==> config.mk <==
export PLATFORM = sky130hd
export DESIGN_NAME = cdb_slot_scheduler
export DESIGN_NICKNAME = d
export VERILOG_FILES = /design/src/rtl/cdb_slot_scheduler.sv
export SDC_FILE = /design/constraint.sdc
export NUM_CORES = 1
export LEC_CHECK = 0
export CAP_MARGIN = 5
export CORE_MARGIN = 2
export CORE_UTILIZATION = 41
export DETAILED_ROUTE_END_ITERATION = 12
export HOLD_SLACK_MARGIN = 0.06
export MAX_ROUTING_LAYER = met4
export PLACE_DENSITY_LB_ADDON = 0.25
export RECOVER_POWER = 100
export SETUP_SLACK_MARGIN = 0.4
export SLEW_MARGIN = 15
export SYNTH_ARGS = -nofsm -noshare
export SYNTH_HDL_FRONTEND = slang
export SYNTH_SLANG_ARGS = --single-unit
==> constraint.sdc <==
create_clock -name clk -period 1.1 [get_ports clk]
set_input_delay 0.11 -clock clk [delete_from_list [all_inputs] [get_ports clk]]
set_output_delay 0.11 -clock clk [all_outputs]
set_load 0.02 [all_outputs]
==> images/power_grid.png <==
Pins as bars on the die edge. Tap cells in grey.
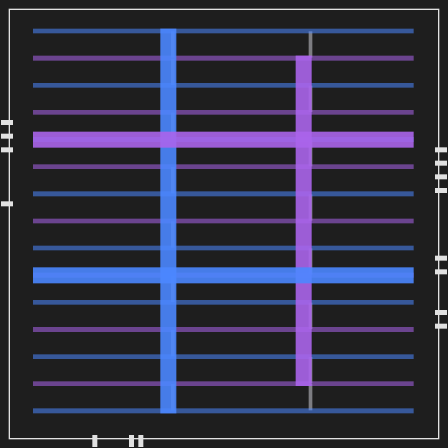
- purple: VDD
- blue: VSS
- rows: 14
- signal pins: 15
- met5 straps: 2
die height: 42.9 um
core outline area: 0.00145 mm^2

==> images/clk_routes.png <==
The bar under the picture is 10 um long.
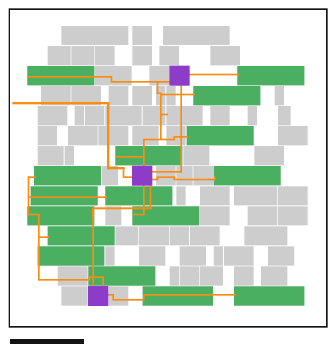
- purple: clock drivers (count 3)
- orange: clock wires (length 203 um)
- green: flip-flops (count 16)
- flops lie: spread over the die
- routed clock nets: 4
Latency at later pin: 0.29 ns
Clock power frac: 17.3%
Fin Clk Skew: 0.0106 ns
Clk power: 0.386 mW

==> images/clocks.png <==
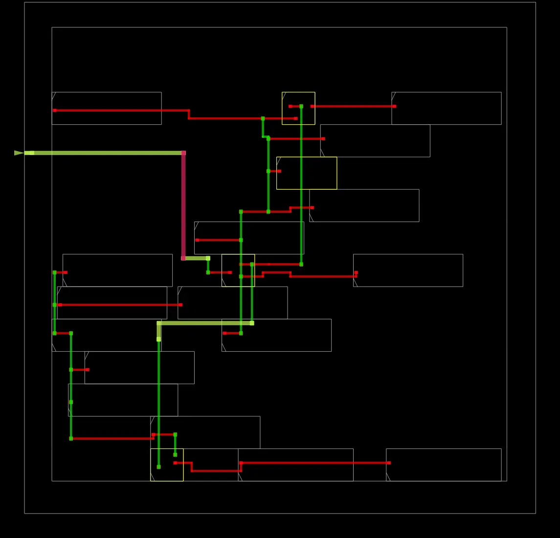
CLK BUF: 4
flop count: 16

==> Changelog: implementation <==
## Implementation

- Outcome: finished, violations left
- Placed Instances: 90
- CP top delay family: flip-flops
- Max FO, Critical Path: 3
- Largest cell class: registers
- Setup-failing EPs final: 9
- Vias in the first global route: 514
- Area leader, netlist: dfrtp_1
- Sw power: 0.702 mW
- Final setup margin: -0.251 ns
- Failing checks: negative setup slack
- Most used flip-flop cell: dfrtp_1
- Total track usage: 18.5%
- Switch share: 31.5%
- Cycle use final: 123%
- Post-synth regs: 16
- Chip area line of the yosys report: 621 um^2
- Ys cells: 49
- GR Util met2: 27.6%
- Seq/total area: 37.5%
- XORs/XNORs by Area: 1.41%
- Reg area: 403 um^2
- Top logic family: simple AND/OR/NAND/NOR gates
- Top pwr grp: combinational logic
- ClkCell Share: 3.38%
- PD cells: 2070 mW/mm^2
- First-pass GRT wire length: 2.30 mm
- Die area: 0.00184 mm^2
- Hpwl dp: 912 um
- Lkg Pwr: 0.522 nW
- AND-OR/OR-AND Cells, Area Fraction: 5.85%
- Synth Seq Share: 64.5%
- Initial core utilization: 42.7%
- Cell Count, Final, Fillers Out: 104
- Hold_ws: 0.162 ns
- Buffer-and-inverter tally for the worst setup path: 2
- Fraction of area in multi-input gates: 23.8%
- Post-synthesis adder-cell area fraction: 4.03%
- DIE WIDTH: 42.9 um
- Worst vdd ir: 1.38 mV
- Place WS: -0.607 ns
Power figures rest on the tool's default switching activity, not on a simulated workload.
